--- src/rtl/mult_arb_pkg.sv ---
// Shared types and helpers for the multiplier arbiter slice.
package mult_arb_pkg;

    // Arbiter FSM: accept a request, compute for one cycle, present the product.
    typedef enum logic [1:0] {
        IDLE = 2'd0,
        CALC = 2'd1,
        RESP = 2'd2
    } state_t;

    // Upper bound on the number of requesters sharing one multiplier.
    localparam int unsigned MAX_REQ = 4;

    // Width of a requester index (owner register and round-robin pointer).
    function automatic int unsigned owner_w(input int unsigned num_req);
        return (num_req > 1) ? $clog2(num_req) : 1;
    endfunction

endpackage

--- src/rtl/multiplicador.sv ---
// Unsigned shift-and-add array multiplier. Exposes the low 2N-1 bits as the
// sum vector and the top bit as the final carry out of the adder chain.
module multiplicador #(
    parameter int unsigned N = 4
) (
    input  logic [N-1:0]   a,
    input  logic [N-1:0]   b,
    output logic [2*N-2:0] s,
    output logic           c_out
);

    logic [2*N-1:0] acc;

    // Accumulate one shifted copy of a per set bit of b.
    always_comb begin
        acc = '0;
        for (int i = 0; i < int'(N); i++) begin
            if (b[i]) begin
                acc = acc + ({{N{1'b0}}, a} << i);
            end
        end
    end

    assign s     = acc[2*N-2:0];
    assign c_out = acc[2*N-1];

endmodule

--- src/rtl/rr_pick.sv ---
// Combinational round-robin picker: the first valid requester at or after ptr,
// wrapping modulo NUM_REQ, wins.
module rr_pick
    import mult_arb_pkg::*;
#(
    parameter int unsigned NUM_REQ = 2,
    parameter int unsigned OW      = owner_w(NUM_REQ)
) (
    input  logic [NUM_REQ-1:0] valid,
    input  logic [OW-1:0]      ptr,
    output logic [NUM_REQ-1:0] grant,
    output logic [OW-1:0]      idx,
    output logic               any
);

    // Walk the requesters starting at ptr; the first valid one is granted.
    always_comb begin
        int unsigned j;
        grant = '0;
        idx   = '0;
        any   = 1'b0;
        j     = 0;
        for (int unsigned off = 0; off < NUM_REQ; off++) begin
            j = (int'(ptr) + off) % NUM_REQ;
            if (!any && valid[j]) begin
                any      = 1'b1;
                grant[j] = 1'b1;
                idx      = OW'(j);
            end
        end
    end

endmodule

--- src/rtl/mult_arbiter.sv ---
// Round-robin arbiter sharing one combinational multiplier between NUM_REQ
// requesters. Operands and product are registered; one transaction is in
// flight at a time (IDLE -> CALC -> RESP).
// Optional: define MULT_ARBITER_STATS_EN to add per-requester saturating
// 8-bit grant counters on the grant_count output.
module mult_arbiter
    import mult_arb_pkg::*;
#(
    parameter int unsigned N       = 4,
    parameter int unsigned NUM_REQ = 2
) (
    input  logic                       clk,
    input  logic                       rst_n,
    input  logic [NUM_REQ-1:0]         req_valid,
    output logic [NUM_REQ-1:0]         req_ready,
    input  logic [NUM_REQ-1:0][N-1:0]  req_a,
    input  logic [NUM_REQ-1:0][N-1:0]  req_b,
    output logic [NUM_REQ-1:0]         resp_valid,
    input  logic [NUM_REQ-1:0]         resp_ready,
    output logic [2*N-1:0]             resp_s,
    output logic                       busy
`ifdef MULT_ARBITER_STATS_EN
    ,
    output logic [NUM_REQ-1:0][7:0]    grant_count
`endif
);

    localparam int unsigned OW = owner_w(NUM_REQ);

    if (NUM_REQ < 2 || NUM_REQ > MAX_REQ) begin : g_bad_num_req
        $error("mult_arbiter: NUM_REQ must lie in 2..MAX_REQ");
    end

    state_t         state_q, state_d;
    logic [OW-1:0]  rr_ptr_q, rr_ptr_d;
    logic [OW-1:0]  owner_q, owner_d;
    logic [N-1:0]   op_a_q, op_a_d;
    logic [N-1:0]   op_b_q, op_b_d;
    logic [2*N-1:0] res_q, res_d;

    logic [NUM_REQ-1:0] pick_grant;
    logic [OW-1:0]      pick_idx;
    logic               pick_any;
    logic               take;
    logic [2*N-2:0]     mul_s;
    logic               mul_c;
    logic [OW-1:0]      ptr_after_owner;

    rr_pick #(
        .NUM_REQ (NUM_REQ),
        .OW      (OW)
    ) u_rr_pick (
        .valid (req_valid),
        .ptr   (rr_ptr_q),
        .grant (pick_grant),
        .idx   (pick_idx),
        .any   (pick_any)
    );

    // The multiplier only ever sees the registered operands.
    multiplicador #(
        .N (N)
    ) u_mult (
        .a     (op_a_q),
        .b     (op_b_q),
        .s     (mul_s),
        .c_out (mul_c)
    );

    // A request handshake can only happen in IDLE, where ready mirrors the pick.
    assign take = (state_q == IDLE) && pick_any;

    // Pointer moves just past the requester just served so others get a turn.
    assign ptr_after_owner = (owner_q == OW'(NUM_REQ - 1)) ? '0 : owner_q + 1'b1;

    // Next-state, datapath capture and handshake outputs.
    always_comb begin
        state_d    = state_q;
        rr_ptr_d   = rr_ptr_q;
        owner_d    = owner_q;
        op_a_d     = op_a_q;
        op_b_d     = op_b_q;
        res_d      = res_q;
        req_ready  = '0;
        resp_valid = '0;
        resp_s     = '0;
        busy       = 1'b0;

        unique case (state_q)
            IDLE: begin
                req_ready = pick_grant;
                if (take) begin
                    op_a_d  = req_a[pick_idx];
                    op_b_d  = req_b[pick_idx];
                    owner_d = pick_idx;
                    state_d = CALC;
                end
            end
            CALC: begin
                busy     = 1'b1;
                res_d    = {mul_c, mul_s};
                rr_ptr_d = ptr_after_owner;
                state_d  = RESP;
            end
            RESP: begin
                busy                = 1'b1;
                resp_valid[owner_q] = 1'b1;
                resp_s              = res_q;
                // Only the owner's consumer can complete the response.
                if (resp_ready[owner_q]) begin
                    state_d = IDLE;
                end
            end
            default: begin
                state_d = IDLE;
            end
        endcase
    end

    // State and datapath registers; reset discards any in-flight transaction.
    always_ff @(posedge clk or negedge rst_n) begin
        if (!rst_n) begin
            state_q  <= IDLE;
            rr_ptr_q <= '0;
            owner_q  <= '0;
            op_a_q   <= '0;
            op_b_q   <= '0;
            res_q    <= '0;
        end else begin
            state_q  <= state_d;
            rr_ptr_q <= rr_ptr_d;
            owner_q  <= owner_d;
            op_a_q   <= op_a_d;
            op_b_q   <= op_b_d;
            res_q    <= res_d;
        end
    end

`ifdef MULT_ARBITER_STATS_EN
    logic [NUM_REQ-1:0][7:0] cnt_q;

    // Per-requester grant counters, saturating at 255.
    always_ff @(posedge clk or negedge rst_n) begin
        if (!rst_n) begin
            cnt_q <= '0;
        end else begin
            for (int unsigned i = 0; i < NUM_REQ; i++) begin
                if (take && pick_grant[i] && (cnt_q[i] != 8'hFF)) begin
                    cnt_q[i] <= cnt_q[i] + 8'd1;
                end
            end
        end
    end

    assign grant_count = cnt_q;
`endif

endmodule

--- config.mk ---
export PLATFORM = sky130hd
export DESIGN_NAME = mult_arbiter
export DESIGN_NICKNAME = d
export VERILOG_FILES = /design/src/rtl/mult_arb_pkg.sv /design/src/rtl/multiplicador.sv /design/src/rtl/rr_pick.sv /design/src/rtl/mult_arbiter.sv
export SDC_FILE = /design/constraint.sdc
export NUM_CORES = 1
export LEC_CHECK = 0
export CAP_MARGIN = 20
export CORE_MARGIN = 5
export CORE_UTILIZATION = 50
export DETAILED_ROUTE_END_ITERATION = 16
export PLACE_DENSITY_LB_ADDON = 0.08
export SLEW_MARGIN = 30
export SYNTH_ARGS = -nofsm -noshare
export SYNTH_HDL_FRONTEND = slang
export SYNTH_SLANG_ARGS = --single-unit
--- constraint.sdc ---
create_clock -name clk -period 4.8 [get_ports clk]
set_clock_uncertainty 0.1 [all_clocks]
set_input_delay 0.96 -clock clk [delete_from_list [all_inputs] [get_ports clk]]
set_output_delay 0.96 -clock clk [all_outputs]
set_load 0.01 [all_outputs]
==> results.yml <==
# synthesis and place-and-route metrics
status:
  outcome: "finished, final reports clean"
final_layout:
  share_of_post_route_cells_with_drive_strength_above_1: 0.0600
  final-seq-area_um2: 500
  final-comb-area_um2: 930
  post-route-util: 0.647
clock_network:
  tritoncts: "yes"
  cts.repair.resized: 0
  clockBufferDepth: 2
  post-cts-setup-buffers: 0
  post_cts_hold_buffer_count: 0
  cts-buffers-inserted: 3
setup_path:
  critical_path_peak_fanout: 7
  number_of_buffers_and_inverters_on_the_critical_path: 1
  worst-r2r-setup-slack_ns: 0.99
  critPathKind: "reg2reg"
  crit_path_cell_trace: "and2_1 > ha_1 > inv_1 > fa_1 > xnor2_1 > a21oi_1 > nor2_1 > fa_1 > nand2_1 > o31a_1 > ha_1 > fa_1 > a21o_1 > a21oi_1 > o22ai_1"
  worstPathArrival_ns: 3.91
  timing.critical_path.slowest_stage_cell: "sky130_fd_sc_hd__dfrtp_1"
  worst_setup_path_end_kind: "flop"
  timing.critical_path.mode_cell: "sky130_fd_sc_hd__fa_1"
  max_stage_delay_ns: 0.51
  timing.critical_path.from_type: "flop"
synth:
  synth.distinct_cells: 30
  yosysSeqAreaShare: 0.332
  ys_cells: 166
  synth.cells.most_frequent: "sky130_fd_sc_hd__dfrtp_1 (20), sky130_fd_sc_hd__inv_1 (16), sky130_fd_sc_hd__ha_1 (15), sky130_fd_sc_hd__nand2_1 (15), sky130_fd_sc_hd__o21ai_0 (15)"
  synth_area_leader_cell: "sky130_fd_sc_hd__dfrtp_1"
  synth-area-yosys_mm2: 0.00151
  number_of_enable_flip_flop_cells: 0
  synth-warning-count: 0
  synth.most_common_cell: "sky130_fd_sc_hd__dfrtp_1"
  async_reset_ff_frac: 1.00
  synthCells: 166
  syn-num-nets: 206
pwr:
  finalPower_mw: 1.18
  p_int_uw: 674
  power.net_switching_uw: 510
  power_density_mw_per_mm2: 615
  share_clk_of_total_power: 0.118
  pwr-share-comb: 0.586
drt:
  post_drt_wl_per_cell_um: 13.8
  maxUsedRoutingLayer: "met4"
  vias_per_cell: 5.50
  wl_met1_um: 1340
  drt-total-wl_um: 3220
  dr.pass1.iters: 4
  ant_nets: 0
  drt_drc_violations_left: 0
  met3_wirelength_um: 147
grt:
  pin_count_of_the_biggest_net_entering_global_routing: 21
  first_global_vias: 1352
  initial_antenna_violation_count: 0
  grt_pass1_wl_um: 5790
  groute.usage.overall: 0.175
final_timing:
  fin_crit_ns: 3.81
  worst_pin_slew_ns: 0.532
  setup_viol: 0
  fin_crit_sh: 0.794
  fin_tns_setup_ns: 0
  final_critical_path_setup_slack_ns: 0.989
die:
  fp-row-count: 20
  design.core.area_mm2: 0.00298
  die_width_um: 64.9
  fp.dieArea_mm2: 0.00421
flow_run:
  total_tool_warning_count: 30
  max_cap_violations: 0
place:
  place_congestion: 0.825
  dp_worst_setup_slack_ns: 0.995
  detailed_placement_wirelength_estimate_um: 2640
  numPortBuffers: 34
hold_path:
  hold_path_class: "reg2reg"
==> power groups by stage <==
stage,Combinational [mW],Clock [mW],Sequential [mW]
floorplan,0.520,0,0.314
global placement,0.670,0,0.346
detailed placement,0.697,0,0.352
CTS,0.698,0.144,0.349
global route,0.792,0.152,0.364
finish,0.694,0.140,0.350
==> placed cells by master (no fill, tap or decap), drive strengths merged <==
cell,netlist,routed
nor2,6,6
o22ai,2,2
nor2b,3,3
inv,16,16
mux2,3,3
ha,15,15
mux2i,12,12
bufinv,0,1
maj3,2,2
nand2,15,15
nand3,5,5
clkdlybuf4s50,0,33
fa,3,3
a211oi,2,2
a21oi,10,10
and2,11,11
o21a,2,2
xnor2,2,2
a21o,4,4
a31oi,2,2
xor2,1,1
buf,1,2
o21ai,16,16
nand2b,3,3
dfrtp,20,20
o31a,1,1
nand4b,1,1
clkbuf,4,3
and3,3,3
a2111oi,1,1
==> worst paths after layout <==
| check | to | startpoint | cells past startpoint |
|---|---|---|---|
| max in group asynchronous | op_a_q[3]$_DFFE_PN0P_ | rst_n | 1 |
| setup / recovery | res_q[7]$_DFFE_PN0N_ | op_a_q[1]$_DFFE_PN0P_ | 15 |
| min in group asynchronous | res_q[6]$_DFFE_PN0N_ | rst_n | 1 |
| hold reg to reg | res_q[2]$_DFFE_PN0N_ | res_q[2]$_DFFE_PN0N_ | 1 |
| hold / removal | res_q[2]$_DFFE_PN0N_ | res_q[2]$_DFFE_PN0N_ | 1 |
| setup reg to reg | res_q[7]$_DFFE_PN0N_ | op_a_q[1]$_DFFE_PN0P_ | 15 |
==> routing by layer <==
metal,global-route usage,vias to the layer above
met1,0.200,603
met5,0,-
met2,0.315,34
met3,0.0312,8
met4,0.0765,0
li1,-,636
==> state kept, by name, summed over array words and instances (netlist names) <==
signal / count
state_q: 2
owner_q: 1
res_q: 8
op_a_q: 4
rr_ptr_q: 1
op_b_q: 4
==> cells by family after synthesis <==
family          after synthesis  share of synthesized area
simple gates                 47                      0.158
xor+xnor                      3                     0.0174
compound gates               40                      0.159
buf+inv                      21                     0.0532
mux                          15                      0.102
fa+ha+maj                    20                      0.179
flops                        20                      0.332
==> through the flow <==
| stage | instances | hold slack, ns | instance area [um^2] |
|---|---|---|---|
| global placement | 229 | 0.387 | 1880 |
| finish | 233 | 0.435 | 1930 |
| global route | 233 | 0.490 | 1930 |
| detailed placement | 229 | 0.413 | 1880 |
| CTS | 233 | 0.443 | 1930 |
| floorplan | 166 | 0.373 | 1510 |
==> final cells by class <==
class / instances / area share
clock buffer: 3 / 0.0117
clock inverter: 1 / 0.0156
inverter: 16 / 0.0312
multi-input combinational: 125 / 0.482
sequential: 20 / 0.260
tap: 33 / 0.0214
timing repair buffer: 35 / 0.178
layers.png
(4 px per um)
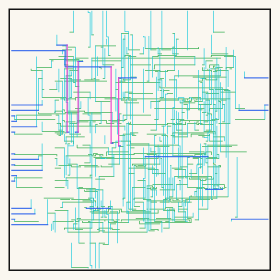
- green: M1 (wire length 1340 um)
- cyan: M2 (wire length 1660 um)
- blue: M3 (wire length 148 um)
- magenta: M4 (wire length 75.5 um)

clock_nets.png
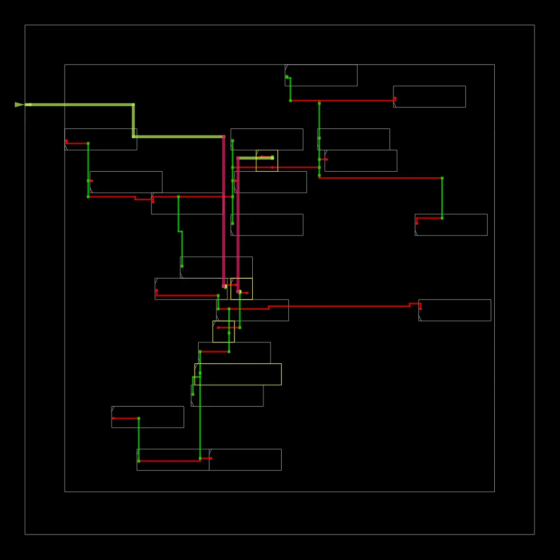
clock buf count: 3
clock network power: 140 uW

util_map.png
(6 px per um) The die is cut into 6 by 6 equal tiles; black is low, pale yellow is high, 0 to 100% covered.
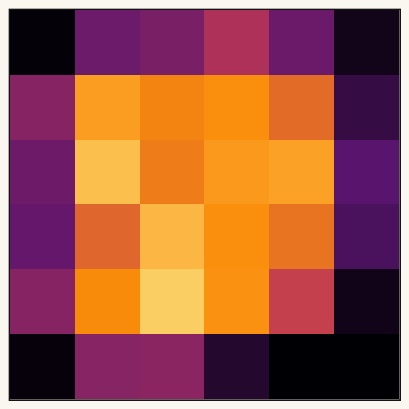
- tiles over 75% full: 25%
- mean over tiles: 45%
- fullest tile: 89%
- densest ninth of the die: middle
- nearly empty tiles: 11%
- emptiest ninth of the die: bottom right

class_map.png
(4 px per um)
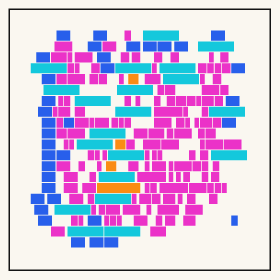
- cyan: sequential cells (cells 20)
- orange: clock drivers and dummy loads (cells 4)
- blue: remaining buffers and delay cells (cells 35)
- magenta: remaining logic cells (cells 141)

Power is estimated from default activity; no workload was simulated.
